===== src/rtl/mips_multicycle_ctrl.sv =====
// mips_multicycle_ctrl
// Main control FSM for a multicycle MIPS core. One shared ALU, one unified
// instruction/data memory and the register file are sequenced over several
// cycles per instruction. Memory accesses stall on mem_ready, undecodable
// instructions park the FSM in HALT (sticky illegal flag) and every completed
// instruction bumps the retired counter.
//
// Ports
//   clk, rst            clock, synchronous active-high reset
//   opcode, funct       instruction fields from the instruction register
//   zero                ALU zero flag (branch decision)
//   mem_ready           memory access completes this cycle
//   pc_en .. alu_ctrl   datapath enables and mux selects
//   illegal             sticky, set when an undecodable instruction is seen
//   retired             completed-instruction count, wraps at 2^CNT_W
//
// Build option
//   MIPS_MC_BNE_EN      when defined, opcode 000101 (bne) is decoded into a
//                       BNE state; otherwise it is treated as illegal.
//
// state  | meaning
// FETCH  | read instruction at PC, PC+4 into PC when memory is ready
// DECODE | compute branch target into ALUOut, dispatch on opcode
// MEMADR | compute lw/sw effective address
// MEMRD  | load data word, wait for memory
// MEMWB  | write loaded word to rt
// MEMWR  | store word, wait for memory
// EXEC   | R-type ALU operation selected by funct
// ALUWB  | write ALU result to rd
// BRANCH | beq compare, PC <- target when equal
// BNE    | bne compare, PC <- target when not equal (build option)
// ADDIEX | addi: A + SignImm
// ADDIWB | write addi result to rt
// JUMP   | PC <- jump target
// HALT   | illegal instruction, exit only through rst

module mips_multicycle_ctrl #(
  parameter int CNT_W = 32
) (
  input  logic             clk,
  input  logic             rst,
  input  logic [5:0]       opcode,
  input  logic [5:0]       funct,
  input  logic             zero,
  input  logic             mem_ready,
  output logic             pc_en,
  output logic             iord,
  output logic             mem_read,
  output logic             mem_write,
  output logic             ir_write,
  output logic             reg_dst,
  output logic             mem_to_reg,
  output logic             reg_write,
  output logic             alu_src_a,
  output logic [1:0]       alu_src_b,
  output logic [1:0]       pc_src,
  output logic [2:0]       alu_ctrl,
  output logic             illegal,
  output logic [CNT_W-1:0] retired
);

  localparam logic [5:0] OP_RTYPE = 6'b000000;
  localparam logic [5:0] OP_J     = 6'b000010;
  localparam logic [5:0] OP_BEQ   = 6'b000100;
  localparam logic [5:0] OP_BNE   = 6'b000101;
  localparam logic [5:0] OP_ADDI  = 6'b001000;
  localparam logic [5:0] OP_LW    = 6'b100011;
  localparam logic [5:0] OP_SW    = 6'b101011;

  localparam logic [2:0] ALU_ADD = 3'b010;
  localparam logic [2:0] ALU_SUB = 3'b110;
  localparam logic [2:0] ALU_AND = 3'b000;
  localparam logic [2:0] ALU_OR  = 3'b001;
  localparam logic [2:0] ALU_SLT = 3'b111;

  typedef enum logic [3:0] {
    S_FETCH,
    S_DECODE,
    S_MEMADR,
    S_MEMRD,
    S_MEMWB,
    S_MEMWR,
    S_EXEC,
    S_ALUWB,
    S_BRANCH,
    S_ADDIEX,
    S_ADDIWB,
    S_JUMP,
    S_HALT
`ifdef MIPS_MC_BNE_EN
    , S_BNE
`endif
  } state_t;

  state_t     state, state_next;
  logic       illegal_q;
  logic       retire;
  logic       funct_ok;
  logic [2:0] funct_ctrl;

  // R-type funct decode, shared by the EXEC outputs and the EXEC exit.
  always_comb begin
    funct_ok   = 1'b1;
    funct_ctrl = ALU_ADD;
    case (funct)
      6'b100000: funct_ctrl = ALU_ADD;
      6'b100010: funct_ctrl = ALU_SUB;
      6'b100100: funct_ctrl = ALU_AND;
      6'b100101: funct_ctrl = ALU_OR;
      6'b101010: funct_ctrl = ALU_SLT;
      default:   funct_ok   = 1'b0;
    endcase
  end

  always_ff @(posedge clk) begin
    if (rst) begin
      state     <= S_FETCH;
      retired   <= '0;
      illegal_q <= 1'b0;
    end else begin
      state <= state_next;
      if (retire) retired <= retired + CNT_W'(1);
      if (state_next == S_HALT) illegal_q <= 1'b1;
    end
  end

  always_comb begin
    state_next = state;
    retire     = 1'b0;
    case (state)
      S_FETCH:  if (mem_ready) state_next = S_DECODE;
      S_DECODE: begin
        case (opcode)
          OP_LW, OP_SW: state_next = S_MEMADR;
          OP_RTYPE:     state_next = S_EXEC;
          OP_BEQ:       state_next = S_BRANCH;
          OP_ADDI:      state_next = S_ADDIEX;
          OP_J:         state_next = S_JUMP;
`ifdef MIPS_MC_BNE_EN
          OP_BNE:       state_next = S_BNE;
`endif
          default:      state_next = S_HALT;
        endcase
      end
      S_MEMADR: state_next = (opcode == OP_SW) ? S_MEMWR : S_MEMRD;
      S_MEMRD:  if (mem_ready) state_next = S_MEMWB;
      S_MEMWB: begin
        state_next = S_FETCH;
        retire     = 1'b1;
      end
      S_MEMWR: begin
        if (mem_ready) begin
          state_next = S_FETCH;
          retire     = 1'b1;
        end
      end
      // A bad funct is caught here, before ALUWB, so nothing is written.
      S_EXEC:   state_next = funct_ok ? S_ALUWB : S_HALT;
      S_ADDIEX: state_next = S_ADDIWB;
      S_ALUWB, S_BRANCH, S_ADDIWB, S_JUMP: begin
        state_next = S_FETCH;
        retire     = 1'b1;
      end
`ifdef MIPS_MC_BNE_EN
      S_BNE: begin
        state_next = S_FETCH;
        retire     = 1'b1;
      end
`endif
      S_HALT:   state_next = S_HALT;
      default:  state_next = S_HALT;
    endcase
  end

  always_comb begin
    pc_en      = 1'b0;
    iord       = 1'b0;
    mem_read   = 1'b0;
    mem_write  = 1'b0;
    ir_write   = 1'b0;
    reg_dst    = 1'b0;
    mem_to_reg = 1'b0;
    reg_write  = 1'b0;
    alu_src_a  = 1'b0;
    alu_src_b  = 2'b00;
    pc_src     = 2'b00;
    alu_ctrl   = ALU_ADD;
    case (state)
      S_FETCH: begin
        mem_read  = 1'b1;
        alu_src_b = 2'b01;
        ir_write  = mem_ready;
        pc_en     = mem_ready;
      end
      S_DECODE: alu_src_b = 2'b11;
      S_MEMADR: begin
        alu_src_a = 1'b1;
        alu_src_b = 2'b10;
      end
      S_MEMRD: begin
        iord     = 1'b1;
        mem_read = 1'b1;
      end
      S_MEMWB: begin
        mem_to_reg = 1'b1;
        reg_write  = 1'b1;
      end
      S_MEMWR: begin
        iord      = 1'b1;
        mem_write = 1'b1;
      end
      S_EXEC: begin
        alu_src_a = 1'b1;
        alu_ctrl  = funct_ok ? funct_ctrl : ALU_ADD;
      end
      S_ALUWB: begin
        reg_dst   = 1'b1;
        reg_write = 1'b1;
      end
      S_BRANCH: begin
        alu_src_a = 1'b1;
        alu_ctrl  = ALU_SUB;
        pc_src    = 2'b01;
        pc_en     = zero;
      end
`ifdef MIPS_MC_BNE_EN
      S_BNE: begin
        alu_src_a = 1'b1;
        alu_ctrl  = ALU_SUB;
        pc_src    = 2'b01;
        pc_en     = ~zero;
      end
`endif
      S_ADDIEX: begin
        alu_src_a = 1'b1;
        alu_src_b = 2'b10;
      end
      S_ADDIWB: reg_write = 1'b1;
      S_JUMP: begin
        pc_src = 2'b10;
        pc_en  = 1'b1;
      end
      default: ;
    endcase
    // Keep the datapath and memory quiet while reset is held.
    if (rst) begin
      pc_en     = 1'b0;
      ir_write  = 1'b0;
      reg_write = 1'b0;
      mem_write = 1'b0;
      mem_read  = 1'b0;
    end
  end

  assign illegal = illegal_q;

endmodule


===== config.mk =====
export PLATFORM = sky130hd
export DESIGN_NAME = mips_multicycle_ctrl
export DESIGN_NICKNAME = d
export VERILOG_FILES = /design/src/rtl/mips_multicycle_ctrl.sv
export SDC_FILE = /design/constraint.sdc
export NUM_CORES = 1
export LEC_CHECK = 0
export ABC_AREA = 1
export CORE_MARGIN = 2
export CORE_UTILIZATION = 30
export DETAILED_ROUTE_END_ITERATION = 6
export GPL_TIMING_DRIVEN = 0
export SLEW_MARGIN = 10
export SYNTH_ARGS = -nofsm -noshare
export SYNTH_HDL_FRONTEND = slang
export SYNTH_SLANG_ARGS = --single-unit

===== constraint.sdc =====
create_clock -name clk -period 1.45 [get_ports clk]
set_input_delay 0.2175 -clock clk [delete_from_list [all_inputs] [get_ports clk]]
set_output_delay 0.2175 -clock clk [all_outputs]
set_load 0.02 [all_outputs]

Run 1, PDN straps and rails:
Pins as bars on the die edge. Tap cells in grey.
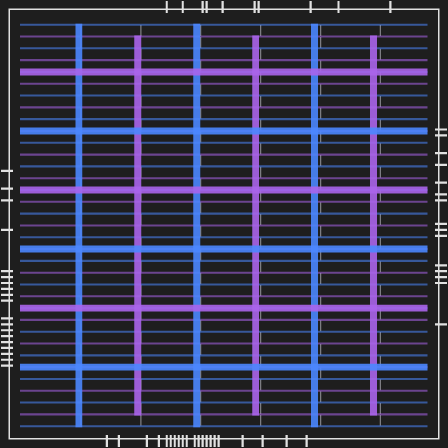
VDD: marked purple. VSS: marked blue.
35 met1 rails follow the rows. 6 straps on met4. 108 tap cells. 6 straps on met5. 65 signal pins sit on the boundary.

Run 1, gate-type map:
Bar = 20 µm.
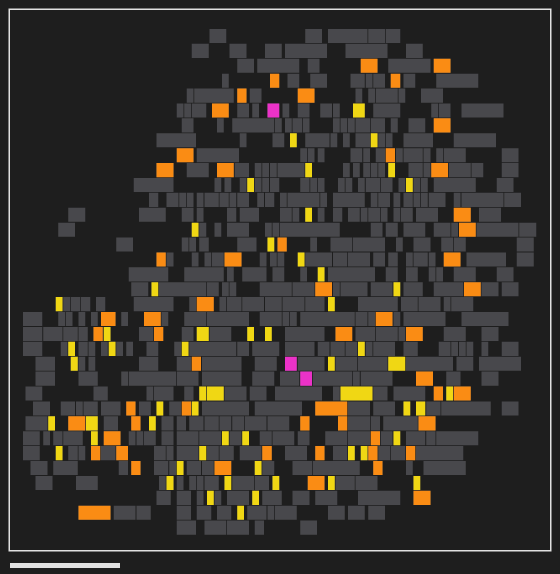
inverters: marked yellow, cells 56, most used inv_1. AND and OR gates: marked magenta, cells 3, most used and3_1. inverting AOI/OAI gates: marked orange, cells 55, most used a21oi_2, where spread over the die.

==> impl_metrics.ini, run 1 <==
; physical design summary
[clock_network]
clkSinkCount = 37
clockBufferDepth = 2
clockRootBuffer = clkbuf_8
htreeDepth = 2
clock_latency_ps = 300

[synth]
synthFlopType = dfxtp_1
edf_count = 0
async_flop_share = 0
avgSynthCellArea_um2 = 5.94
ys_cells = 452
ys_ff = 37
synth_warnings = 0

[route]
drcViolationCount = 0
viasPerCell = 5.07
vias = 3419
wirelength_um = 10100
first_pass_iters = 5
avgRoutedWirePerCell_um = 14.9
postRouteAntennaNets = 0

[floorplan]
io_pins = 65
core_um2 = 8680
floorplan.core_util = 0.309
rows = 34
die_y_um = 98.6

[critical_path]
worstSetupStartpoint = state[3]
cp.required_ps = 1610
crit_type = flop to flop
cp-end-kind = flop

[power]
leakagePower_nw = 2.04
power.share.sequential = 0.362
p_int_mw = 1.96
p_clk_frac = 0.317
p_switching_mw = 0.958

[global_routing]
overflow = 0
grt_pass1_wl_um = 15900
grt_pass1_vias = 3345

[sta]
period_used_share = 1.13
tightest_slew_ps = 644
setup_violations = 46
fmax_ghz = 0.612
setup_ws_ps = -183
tns_ps = -5330
skew_ps = 8.43
relSlewSlack = 0.571

[layout]
final_nets = 582
drive_gt1_frac = 0.456
finish.utilization = 0.535
antenna_cells = 0
finish.instance_area_um2 = 4640

[status]
outcome = finished, violations left
violations = negative setup slack

[placed_design]
placed_area_um2 = 3490
place_congestion = 0.923
numPortBuffers = 64

[hold_path]
hold_path.class = flop to flop
Run 1, placement by cell class:
Bar = 20 µm.
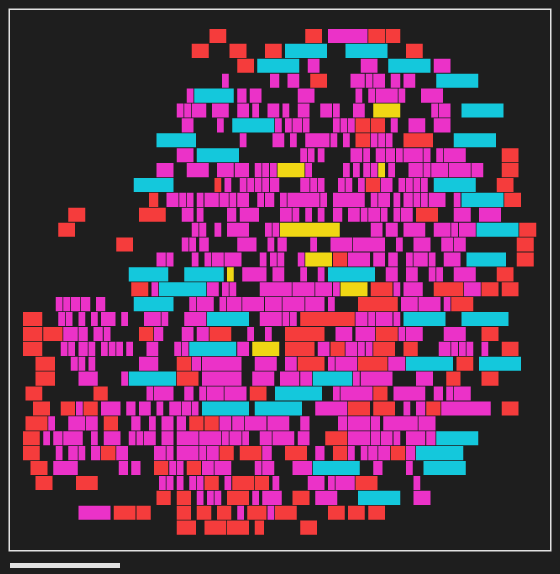
clock drivers and dummy loads: marked yellow, cells 8. flip-flops: marked cyan, cells 37. other buffers and delay cells: marked red, cells 114. all other logic: marked magenta, cells 407.

[run 1: power by group through the flow]
| stage | registers [mW] | clock network [mW] | logic, mW |
|---|---|---|---|
| detailed placement | 1.09 | 0 | 0.517 |
| global placement | 1.09 | 0 | 0.507 |
| floorplan | 1.09 | 0 | 0.302 |
| CTS | 1.07 | 0.922 | 0.894 |
| finish | 1.06 | 0.925 | 0.939 |
| global route | 1.06 | 0.970 | 0.992 |
[run 1: cell usage after synthesis, types with 4 or more instances]
master    instances
nand3b_1          8
nand2_2           4
nor2_1           61
inv_1            47
nand2_1         146
inv_2             6
nand3_1          25
o21ai_0          12
nor2_2            8
nor3_2            5
xor2_1            6
dfxtp_1          37
nor3_1           14
a21oi_1          36
nand4_1           7
[run 1: per-stage QoR]
stage / hold slack (ps) / instances
3_5_place_dp: 457 / 624
5_1_grt: 490 / 674
3_3_place_gp: 443 / 624
2_1_floorplan: 387 / 452
4_1_cts: 469 / 668
6_report: 464 / 674
[run 1: state kept, by name (all words and copies together), names as in the netlist]
name and flops:
retired 32, state 4, illegal 1
[run 1: critical path, cell delays in order, from the launching register on]
cell and delay, ps:
dfxtp_4 400, inv_6 50, nor2_4 160, nand2_4 90
buf_6 130, nand2_4 50, nor2_4 40, nand2_4 140
buf_12 140, inv_12 40, buf_8 130, nand2_1 70
a21oi_2 50
[run 1: cells by family after synthesis]
group | count (synthesis) | share of synthesized area
buf+inv | 64 | 0.108
flops | 37 | 0.276
compound gates | 55 | 0.107
xor+xnor | 6 | 0.0196
fa+ha+maj | 1 | 0.00466
simple gates | 289 | 0.485
[run 1: cells in the final DEF (no fill, tap or decap), types with 7 or more instances in the layout]
| cell | n |
|---|---|
| a21oi_1 | 11 |
| a21oi_2 | 26 |
| buf_4 | 33 |
| buf_6 | 21 |
| clkbuf_8 | 7 |
| clkdlybuf4s50_1 | 8 |
| dfxtp_1 | 8 |
| dfxtp_2 | 18 |
| dfxtp_4 | 11 |
| dlygate4sd2_1 | 40 |
| inv_1 | 38 |
| inv_2 | 11 |
| nand2_1 | 101 |
| nand2_2 | 31 |
| nand2_4 | 17 |
| nand3_1 | 17 |
| nand3_2 | 8 |
| nand3b_1 | 8 |
| nand4_1 | 7 |
| nor2_1 | 39 |
| nor2_2 | 17 |
| nor2_4 | 14 |
| nor3_2 | 8 |
| o21ai_0 | 7 |
[run 1: repair_timing]
item,CTS,global route
setup endpoints to repair,82,52
cloned,6,0
pin swaps,37,38
resized,270,102
setup buffers,32,11
[run 1: path summary, 6_finish.rpt]
kind	depth (start not counted)	slack, ps	end
setup reg to reg	12	-180	retired[26]
setup / recovery	12	-180	retired[26]
hold / removal	2	460	illegal
hold reg to reg	2	460	illegal
[run 1: layout make-up]
type | count | area, µm²
multi-input combinational | 351 | 2270
clock inverter | 2 | 33.8
timing repair inverter | 1 | 8.76
clock buffer | 6 | 72.6
sequential | 37 | 805
inverter | 55 | 233
tap | 108 | 135
buffer | 6 | 66.3
fill | 828 | 4040
timing repair buffer | 108 | 1020
[run 1: layer usage]
metal	GRT usage	vias to the layer above	part of all wire
met4	0.0832	0	0.034
met3	0.0355	26	0.050
met1	0.229	1611	0.41
li1	-	1664	-
met5	0	-	0
met2	0.359	118	0.51
==> run 1 -> run 2 <==
PLACE_DENSITY_LB_ADDON = 0.15   (was not set)
==> impl_metrics.ini, run 2 <==
; physical design summary
[synth]
synth_cell_types = 33
avgSynthCellArea_um2 = 5.94
async_flop_share = 0
most_common_cell = nand2_1
yosys-top-cells-count = 146 x nand2_1, 61 x nor2_1, 47 x inv_1
synthFlopType = dfxtp_1
synth_warnings = 0
ys_cells = 452
netlist_instances = 452
synth_nets = 469
synth_area_leader_cell = dfxtp_1
ys_chip_area_um2 = 2680
ys_ff = 37
area_leaders = dfxtp_1 28%, nand2_1 20%, nor2_1 8.5%
edf_count = 0
seq_area_frac_synth = 0.276
top_area_frac = 0.276

[floorplan]
floorplan.core_util = 0.309
rows = 34
io_pins = 65
die_area_um2 = 9720
die_y_um = 98.6
core_um2 = 8680
dieWidth_um = 98.6

[hold_path]
holdPathEnd = illegal
hold_start = illegal
hold_path.class = flop to flop
hold_depth = 2

[status]
outcome = finished, violations left
violations = negative setup slack

[route]
postRouteAntennaNets = 0
viasPerCell = 4.93
first_pass_iters = 4
first_iter_violations = 110
avgRoutedWirePerCell_um = 13.7
wirelength_um = 9090
vias = 3281
drcViolationCount = 0

[critical_path]
crit_path_max_fanout = 6
r2r_slack_ps = -150
cp-end-kind = flop
r2r-end = retired[20]
start_kind = flop
worst_ep_arrival_time_ps = 1830
crit_type = flop to flop
cp.required_ps = 1680
worst_r2r_path_depth = 11

[power]
finalPower_mw = 2.72
peakVddDrop_mv = 0.385
power.density_nw_per_um2 = 611
leakagePower_nw = 1.98

[sta]
post-route-min-period_ps = 1600
relSlewSlack = 0.563
period_used_share = 1.10
setup_ws_ps = -152
tightest_slew_ps = 655
drv_slew = 0
tns_ps = -4150
skew_ps = 10.4
setup_violations = 47
fmax_ghz = 0.624

[layout]
final_nets = 574
top_register = retired
finish.utilization = 0.512
area_delta_synth_final_pct = 65.6
drive_gt1_frac = 0.405
largest_register_ffs = 32
layout_top_cell = nand2_1
antenna_cells = 0
lay_top_cells = 121 x nand2_1, 40 x dlygate4sd2_1, 38 x nor2_1, 34 x inv_1, 26 x buf_4

[global_routing]
grt_antenna_before_repair = 0
grt_pass1_vias = 3032
grt_max_degree = 12
grt_pass1_wl_um = 14600
overflow = 0

[clock_network]
htreeDepth = 2
cts_tree = yes
clockRootBuffer = clkbuf_8
clockBufferDepth = 2
postCtsHoldBufs = 0
cts_buffers = 5
clkSinkCount = 37
clock_latency_ps = 290

[run]
warnings = 29
maxCapViolations = 0

[placed_design]
numPortBuffers = 64
place_congestion = 0.872
[run 2: worst max-delay path, cell delays in order (launching register included)]
cell and delay, ps:
dfxtp_4 360, inv_2 50, nor2_4 160, inv_2 60, a21oi_2 180, nor2_4 50, nand2_4 150, buf_6 130
buf_12 100, buf_16 120, nand2_2 50, a21oi_2 110
[run 2: logic make-up after synthesis]
| group | synth area share |
|---|---|
| flip-flops | 0.276 |
| XOR/XNOR | 0.0196 |
| AND/OR/NAND/NOR | 0.485 |
| buffers and inverters | 0.108 |
| adder cells (fa/ha/maj) | 0.00466 |
| AND-OR/OR-AND | 0.107 |
[run 2: repair_timing]
action / in CTS / in global routing
setup buffers: 24 / 11
gates resized: 237 / 95
gates cloned: 4 / 0
pin swaps: 22 / 38
endpoints found under the setup margin: 82 / 49
[run 2: how the worst max path moves through the flow]
stage / from / endpoint / slack, ps / cells after the start
floorplan: retired[0] / retired[12] / -10 / 10
global placement: rst / reg_write / -890 / 6
detailed placement: rst / reg_write / -880 / 6
CTS: state[2] / retired[7] / -140 / 10
global route: state[2] / retired[20] / -230 / 11
finish: state[2] / retired[20] / -150 / 11
[run 2: layout make-up]
class                      instances  area [µm²]
fill                             893        4230
sequential                        37         792
clock buffer                       8        90.1
buffer                             6        68.8
multi-input combinational        351        2150
timing repair buffer             101         990
tap                              108         135
inverter                          55         224
[run 2: report_power, final]
part | total, mW | switching [mW] | leakage [nW] | internal, mW
sequential | 1.06 | 0.0277 | 0.314 | 1.03
clock | 0.774 | 0.386 | 0.0455 | 0.388
combinational | 0.882 | 0.461 | 1.62 | 0.421
[run 2: per-stage QoR]
| step | instances | cell area (µm²) | worst slack (ps) | hold WS [ps] |
|---|---|---|---|---|
| final | 666 | 4450 | -152 | 461 |
| after global routing | 666 | 4450 | -230 | 497 |
| after floorplan | 452 | 2710 | -11.0 | 387 |
| after CTS | 659 | 4120 | -145 | 468 |
| after global placement | 624 | 3490 | -885 | 457 |
| after detailed placement | 624 | 3490 | -884 | 455 |
[run 2: per-layer routing]
metal	part of all wire	global-route usage
met1	0.45	0.230
met2	0.48	0.320
met3	0.041	0.0326
met4	0.026	0.0717
met5	0	0
Run 2, PDN straps and rails:
Pins as bars on the die edge. Tap cells in grey.
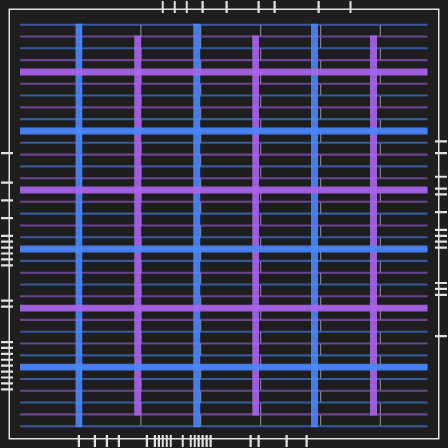
VSS: marked blue. VDD: marked purple.
6 straps on met4. 108 tap cells. The core has 34 rows. 6 straps on met5. 35 met1 rails follow the rows.

==> run 2 -> run 3 <==
CORE_UTILIZATION = 31   (was 30)
==> impl_metrics.ini, run 3 <==
; physical design summary
[route]
first_iter_violations = 96
drcViolationCount = 0

[critical_path]
cp.required_ps = 1230
cp_common_cell = nand2_1
crit_type = flop to primary output
cpLargestDelayFamily = simple AND/OR/NAND/NOR gates
crit_path_max_fanout = 4
max_stage_delay_ps = 390
cp-end-kind = primary output

[synth]
ys_ff = 37
synth_area_leader_cell = dfxtp_1
area_leaders = dfxtp_1 28%, nand2_1 20%, nor2_1 8.5%
top_area_frac = 0.276
most_common_cell = nand2_1
avgSynthCellArea_um2 = 5.94
synth_nets = 469

[global_routing]
grt_max_degree = 13

[sta]
skew_ps = 6.68
setup_ws_ps = -140
drv_slew = 0
setup_violations = 40

[placed_design]
placed_area_um2 = 3480

[layout]
finish.instance_area_um2 = 4290
top_register = retired
area_delta_synth_final_pct = 59.9
lay_top_cells = 131 x nand2_1, 39 x nor2_1, 38 x inv_1, 38 x dlygate4sd2_1, 34 x buf_4

[hold_path]
hold_depth = 6
hold_path.class = input port to flop
hold_start = funct[1]

[floorplan]
io_pins = 65

[clock_network]
clkSinkCount = 37
cts_buffers = 5

[status]
outcome = finished, violations left
violations = negative setup slack

[run]
maxCapViolations = 0
[run 3: worst max-delay path by stage]
stage                           from           end  slack [ps]
final                       state[3]         pc_en        -140
after global routing        state[0]  alu_src_b[1]        -210
after CTS                   state[3]  alu_src_b[1]        -190
after detailed placement         rst     reg_write        -930
after global placement           rst     reg_write        -950
after floorplan           retired[0]   retired[12]         -10
[run 3: tightest hold or removal path, cell delays in order]
cell and delay (ps):
clkbuf_2 130, o21ai_2 110, nand3_1 100, nand3_2 70
nand2_1 60, inv_1 30
[run 3: stage by stage]
step | setup TNS (ps) | setup WS, ps
2_1_floorplan | -11.0 | -11.0
3_3_place_gp | -13160 | -950
3_5_place_dp | -13120 | -930
4_1_cts | -1330 | -188
5_1_grt | -6110 | -213
6_report | -2380 | -140
[run 3: final cells by class]
type                            count  area, µm²
Inverter                           55        226
Timing Repair Buffer               95        847
Tap cell                          105        131
Clock inverter                      3       65.1
Multi-Input combinational cell    351       2060
Sequential cell                    37        805
Fill cell                         843       4010
Buffer                              8       88.8
Clock buffer                        5       68.8
[run 3: power breakdown]
group / total [mW] / internal, mW / switching [mW]
registers: 1.06 / 1.03 / 0.0295
clock network: 1.09 / 0.684 / 0.409
logic: 0.731 / 0.329 / 0.402
[run 3: cell families (layout without fill, tap and decap cells)]
family          Yosys count  after routing  synth area share
flops                    37             37             0.276
xor+xnor                  6              6            0.0196
buf+inv                  64            166             0.108
fa+ha+maj                 1              1           0.00466
simple gates            289            289             0.485
compound gates           55             55             0.107
[run 3: repair_timing]
action                     CTS  global route
setup endpoints to repair   83            52
resized                    223            66
pin swaps                   14            13
setup buffers               22             6
cloned                       3             0
hold buffers                 0             0
[run 3: metal layers]
layer | share of wire | GRT usage | vias up
li1 | - | - | 1641
met1 | 0.46 | 0.243 | 1487
met2 | 0.48 | 0.325 | 85
met3 | 0.048 | 0.0332 | 9
met4 | 0.014 | 0.0498 | 0
met5 | 0 | 0 | -
Run 3, routed clock nets over the placement:
Bar = 20 µm.
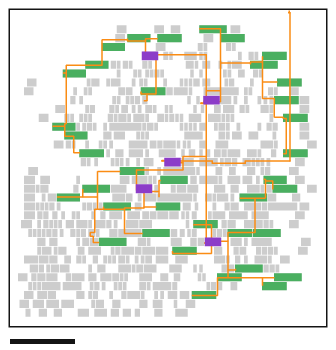
cells driving clock nets: marked purple, count 5. flip-flops: marked green, count 37. clock wires: marked orange, length 610 µm.
There are 6 routed clock nets.

Power figures rest on the tool's default switching activity, not on a simulated workload.
